[config.mk]
export PLATFORM = sky130hd
export DESIGN_NAME = data_memory_ctrl
export DESIGN_NICKNAME = d
export VERILOG_FILES = /design/src/rtl/dmem_pkg.sv /design/src/rtl/dmem_rd_pipe.sv /design/src/rtl/data_memory_ctrl.sv
export SDC_FILE = /design/constraint.sdc
export NUM_CORES = 2
export LEC_CHECK = 0
export CORE_MARGIN = 8
export CORE_UTILIZATION = 25
export CTS_CLUSTER_DIAMETER = 200
export DETAILED_ROUTE_END_ITERATION = 12
export PLACE_DENSITY = 0.37
export SLEW_MARGIN = 20
export SYNTH_ARGS = -nofsm -noshare
export SYNTH_HDL_FRONTEND = slang
export SYNTH_HIERARCHICAL = 1
export SYNTH_SLANG_ARGS = --single-unit
[constraint.sdc]
create_clock -name clock -period 8.8 [get_ports clock]
set_input_delay 2.64 -clock clock [delete_from_list [all_inputs] [get_ports clock]]
set_output_delay 2.64 -clock clock [all_outputs]
set_load 0.02 [all_outputs]
[src/rtl/dmem_pkg.sv]
// -----------------------------------------------------------------------------
// dmem_pkg
// Shared types and helpers for the data_memory_ctrl slice.
//   dmem_state_e : controller state (clear sweep vs. normal operation)
//   LANES        : byte lanes for the default 8-bit word
//   lanes_of()   : byte lanes for an arbitrary word width
//   even_parity(): parity bit that makes the number of ones in a byte even
// -----------------------------------------------------------------------------
package dmem_pkg;

  typedef enum logic {
    DMEM_INIT = 1'b0,
    DMEM_RUN  = 1'b1
  } dmem_state_e;

  localparam int DMEM_DEFAULT_DATA_WIDTH = 8;
  localparam int LANES = DMEM_DEFAULT_DATA_WIDTH / 8;

  function automatic int lanes_of(input int data_width);
    return data_width / 8;
  endfunction

  function automatic logic even_parity(input logic [7:0] b);
    return ^b;
  endfunction

endpackage

[src/rtl/dmem_rd_pipe.sv]
// -----------------------------------------------------------------------------
// dmem_rd_pipe
// LATENCY-deep read response pipeline. Each stage carries a valid bit and the
// data word (plus a parity-error flag when DMEM_PARITY_EN is defined). Data
// registers only load behind a valid entry, so out_data holds the last
// response while out_valid is low. Synchronous reset flushes every stage.
// Ports:
//   clock, reset          : clock / synchronous active-high reset
//   in_valid, in_data     : read accepted this edge and the word read
//   in_perr               : stored-parity mismatch (DMEM_PARITY_EN only)
//   out_valid, out_data   : response, LATENCY edges after acceptance
//   out_perr              : parity-error flag aligned to out_valid
// Optional feature macro: DMEM_PARITY_EN
// -----------------------------------------------------------------------------
module dmem_rd_pipe #(
  parameter int W       = 8,
  parameter int LATENCY = 1
) (
  input  logic         clock,
  input  logic         reset,
  input  logic         in_valid,
  input  logic [W-1:0] in_data,
`ifdef DMEM_PARITY_EN
  input  logic         in_perr,
  output logic         out_perr,
`endif
  output logic         out_valid,
  output logic [W-1:0] out_data
);

  logic [LATENCY-1:0] vld;
  logic [W-1:0]       dat [LATENCY];
`ifdef DMEM_PARITY_EN
  logic [LATENCY-1:0] perr;
`endif

  // NOTE: sequential state uses non-blocking assignments so every stage
  // samples the value its predecessor held before this edge.
  always_ff @(posedge clock) begin
    if (reset) begin
      vld <= '0;
      for (int i = 0; i < LATENCY; i++) dat[i] <= '0;
`ifdef DMEM_PARITY_EN
      perr <= '0;
`endif
    end else begin
      vld[0] <= in_valid;
      if (in_valid) dat[0] <= in_data;
`ifdef DMEM_PARITY_EN
      perr[0] <= in_valid & in_perr;
`endif
      for (int i = 1; i < LATENCY; i++) begin
        vld[i] <= vld[i-1];
        if (vld[i-1]) dat[i] <= dat[i-1];
`ifdef DMEM_PARITY_EN
        perr[i] <= vld[i-1] & perr[i-1];
`endif
      end
    end
  end

  assign out_valid = vld[LATENCY-1];
  assign out_data  = dat[LATENCY-1];
`ifdef DMEM_PARITY_EN
  assign out_perr  = perr[LATENCY-1];
`endif

endmodule

[src/rtl/data_memory_ctrl.sv]
// -----------------------------------------------------------------------------
// data_memory_ctrl
// Single-port data memory with a valid/ready request port, byte-lane write
// enables, a READ_LATENCY-deep read pipeline and a clear sweep after reset.
// After reset the array is zeroed one word per cycle (busy=1, req_ready=0);
// then one read or write is accepted per cycle. Out-of-range writes are
// dropped; out-of-range reads return zero.
// Ports:
//   clock, reset       : clock / synchronous active-high reset
//   req_valid/ready    : request handshake (ready only outside the sweep)
//   req_write          : 1 = write, 0 = read
//   req_addr/wdata/be  : word address, write data, byte-lane enables
//   rsp_valid/rdata    : read response (rdata holds between responses)
//   busy               : clear sweep in progress
//   parity_err         : stored-parity mismatch on a response
//                        (only with DMEM_PARITY_EN)
// Optional feature macro: DMEM_PARITY_EN (per-lane even parity storage)
// -----------------------------------------------------------------------------
module data_memory_ctrl
  import dmem_pkg::*;
#(
  parameter int DATA_WIDTH   = 8,
  parameter int ADDR_WIDTH   = 8,
  parameter int DEPTH        = 256,
  parameter int READ_LATENCY = 1
) (
  input  logic                    clock,
  input  logic                    reset,
  input  logic                    req_valid,
  output logic                    req_ready,
  input  logic                    req_write,
  input  logic [ADDR_WIDTH-1:0]   req_addr,
  input  logic [DATA_WIDTH-1:0]   req_wdata,
  input  logic [DATA_WIDTH/8-1:0] req_be,
  output logic                    rsp_valid,
  output logic [DATA_WIDTH-1:0]   rsp_rdata,
  output logic                    busy
`ifdef DMEM_PARITY_EN
  ,
  output logic                    parity_err
`endif
);

  localparam int NL = lanes_of(DATA_WIDTH);
  localparam logic [ADDR_WIDTH-1:0] LAST_WORD = ADDR_WIDTH'(DEPTH - 1);

  dmem_state_e           state, state_nxt;
  logic [ADDR_WIDTH-1:0] sweep_cnt;

  logic [DATA_WIDTH-1:0] mem [DEPTH];
`ifdef DMEM_PARITY_EN
  logic [NL-1:0]         par_mem [DEPTH];
  logic                  rd_perr;
`endif

  logic                  addr_ok, wr_acc, rd_acc;
  logic [NL-1:0]         lane_we;
  logic [ADDR_WIDTH-1:0] wr_addr;
  logic [DATA_WIDTH-1:0] wr_data;
  logic [DATA_WIDTH-1:0] rd_word;

  // ---------------------------------------------------------------- FSM
  always_ff @(posedge clock) begin
    if (reset) state <= DMEM_INIT;
    else       state <= state_nxt;
  end

  // NOTE: every output of a combinational block gets a default first, so no
  // path through the case statement can infer a latch.
  always_comb begin
    state_nxt = state;
    case (state)
      DMEM_INIT: if (sweep_cnt == LAST_WORD) state_nxt = DMEM_RUN;
      DMEM_RUN:  state_nxt = DMEM_RUN;
      default:   state_nxt = DMEM_INIT;
    endcase
  end

  // Word index of the clear sweep; only advances while sweeping.
  always_ff @(posedge clock) begin
    if (reset)                  sweep_cnt <= '0;
    else if (state == DMEM_INIT) sweep_cnt <= sweep_cnt + 1'b1;
  end

  assign req_ready = (state == DMEM_RUN);
  assign busy      = (state == DMEM_INIT);

  // ------------------------------------------------------- request decode
  assign addr_ok = ({1'b0, req_addr} < (ADDR_WIDTH + 1)'(DEPTH));
  assign wr_acc  = req_valid & req_ready &  req_write;
  assign rd_acc  = req_valid & req_ready & ~req_write;

  // The sweep and functional writes share one write port; the sweep owns it
  // while busy, since requests are never accepted then.
  always_comb begin
    lane_we = '0;
    wr_addr = sweep_cnt;
    wr_data = '0;
    if (!reset) begin
      if (state == DMEM_INIT) begin
        lane_we = '1;
      end else if (wr_acc && addr_ok) begin
        lane_we = req_be;
        wr_addr = req_addr;
        wr_data = req_wdata;
      end
    end
  end

  // NOTE: the array itself has no reset; after reset the sweep zeroes it.
  always_ff @(posedge clock) begin
    for (int i = 0; i < NL; i++) begin
      if (lane_we[i]) begin
        mem[wr_addr][8*i +: 8] <= wr_data[8*i +: 8];
`ifdef DMEM_PARITY_EN
        par_mem[wr_addr][i] <= even_parity(wr_data[8*i +: 8]);
`endif
      end
    end
  end

  // ------------------------------------------------------------ read path
  // The array is sampled at the accept edge; the pipeline adds the latency.
  assign rd_word = addr_ok ? mem[req_addr] : '0;

`ifdef DMEM_PARITY_EN
  always_comb begin
    rd_perr = 1'b0;
    if (addr_ok) begin
      for (int i = 0; i < NL; i++) begin
        if (par_mem[req_addr][i] != even_parity(mem[req_addr][8*i +: 8])) rd_perr = 1'b1;
      end
    end
  end
`endif

  dmem_rd_pipe #(
    .W       (DATA_WIDTH),
    .LATENCY (READ_LATENCY)
  ) u_rd_pipe (
    .clock     (clock),
    .reset     (reset),
    .in_valid  (rd_acc),
    .in_data   (rd_word),
`ifdef DMEM_PARITY_EN
    .in_perr   (rd_perr),
    .out_perr  (parity_err),
`endif
    .out_valid (rsp_valid),
    .out_data  (rsp_rdata)
  );

endmodule

==> images/wires.png <==
Two of the layers only.
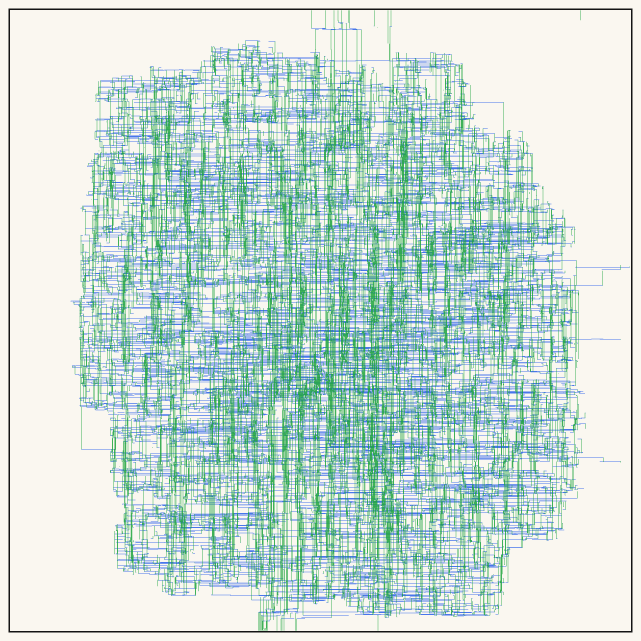
Green stands for metal 2, wire length 121 mm. Blue stands for metal 1, wire length 114 mm.

==> images/clocks.png <==
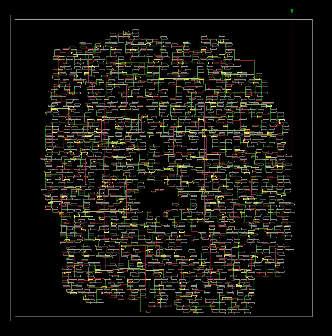
Latency at later pin: 870 ps
CTS Sinks: 2,066
# clk buffers: 287

==> Changelog: implementation <==
### Metrics

- Placement Cell Area: between 80,000 and 90,000 um2
- Outcome: completed
- Hold slack final: approximately 630 ps
- Combinational Power Share: 0.031
- Registers, synthesis: approximately 2,100
- CP Capture Type: register
- Post-layout nets: about 4,000
- Detail Placement HPWL: between 150,000 and 200,000 um
- Synth top cells by count: edfxtp_1, mux4_2, nor2_1
- Final worst setup slack: slightly below 2000 ps
- Final WL: 249,800 um
- Chip area: 339,200 um2
- Power, Total: just over 20 mW
- RSZ-0062 raised after global routing: false
- CP required: ~9300 ps
- Mapped Area: 80,200 um2
- VDD IR max: between 0.0001 and 0.00015 V
- Switching share of power: 0.2131
- Max Clock Skew: between 30 and 40 ps
- Global-route wire length before repair: around 350,000 um
- FP Util: 0.2505
- Post-synth EDFFs: around 2,100
- Max Slew Vio Count: 0
- Finished Cell Area: 92,870 um2
- Count of tool warnings: 40
- Avg Vias per Cell: about 4.7
- Slew headroom: 0.2399
- Startpoint types: input port
- Int Pwr: about 16 mW
- Commonest Layout Cell: edfxtp_1
- Least-Margin Pin Slew: roughly 1100 ps
- I/O pins: 32
- Via count: 38,950
- Die Wd: around 580 um
- Initial antenna violation count: 17
- Setup WS pre-CTS: approximately 960 ps
==> images/flops_by_reg.png <==
Scale bar: 200 um. Other sequential cells in the stronger gray, the rest of the logic in the fainter gray.
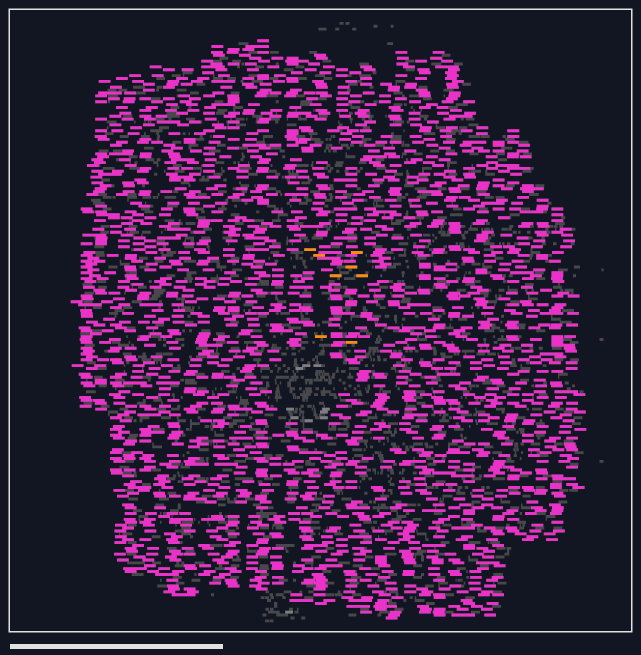
Orange stands for u_rd_pipe/dat, flops 8, where middle. Magenta stands for mem, flops 2,048, where spread over the die.
Another 10 sequential cells are not colored.

==> images/detail.png <==
Window x 126 to 166, y 417 to 457 um. Cells in gray, sequential cells in the stronger gray; small squares are vias.
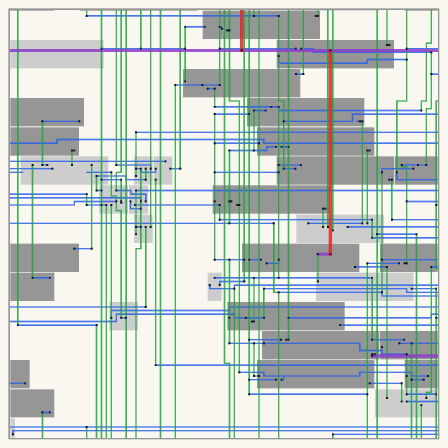
Green stands for metal 2. Blue stands for metal 1. Purple stands for metal 3. Red stands for metal 4.
Sequential cells in the window: 14. 26 logic cells have their middle in the window. Netlist names of flops here include mem (14). Most frequent: edfxtp_1 (14), a21oi_1 (4), mux4_2 (3).

[cells by family (layout without fill, tap and decap cells)]
group | count (synthesis) | count (layout) | share of synthesized area
flops | 2066 | 2066 | 0.7723
mux | 590 | 590 | 0.1433
simple gates | 506 | 506 | 0.02889
xor+xnor | 7 | 7 | 0.0007645
compound gates | 412 | 412 | 0.03638
other cells | 0 | 4 | 0
buf+inv | 237 | 585 | 0.01819
fa+ha+maj | 1 | 1 | 0.0001560
[power groups by stage]
| stage | Combinational, mW | Sequential (mW) | Clock (mW) |
|---|---|---|---|
| global placement | 0.645 | 10.9 | 0 |
| CTS | 0.646 | 10.7 | 9.25 |
| floorplan | 0.380 | 10.9 | 0 |
| detailed placement | 0.645 | 10.9 | 0 |
| finish | 0.630 | 10.7 | 9.00 |
| global route | 0.660 | 10.7 | 9.58 |
[final cells by class]
type	count	area (um2)
Inverter	4	15.01
Sequential cell	2066	61940
Timing Repair Buffer	186	1847
Clock inverter	108	839.6
Clock buffer	287	5966
Antenna cell	4	10.01
Tap cell	4200	5255
Multi-Input combinational cell	1516	17000
Fill cell	31400	227200
[worst paths after layout]
check,depth (start not counted),to,slack [ps],startpoint
setup / recovery,6,mem[233][2],1940,reset
hold / removal,2,sweep_cnt[7],630,sweep_cnt[7]
setup reg to reg,5,mem[233][2],3860,req_ready
hold reg to reg,2,sweep_cnt[7],630,sweep_cnt[7]
[layer usage]
metal	track usage	vias up	routed length, um
li1	-	16390	-
met1	0.2011	21390	114100
met2	0.2375	900	120900
met3	0.01901	260	9827
met4	0.03204	0	4990
met5	0	-	0
[registers in the layout, summed over array words and instances (netlist names)]
register             count
sweep_cnt                8
u_rd_pipe/out_valid      1
req_ready                1
mem                   2048
u_rd_pipe/dat            8
Power and IR drop assume default switching activity.
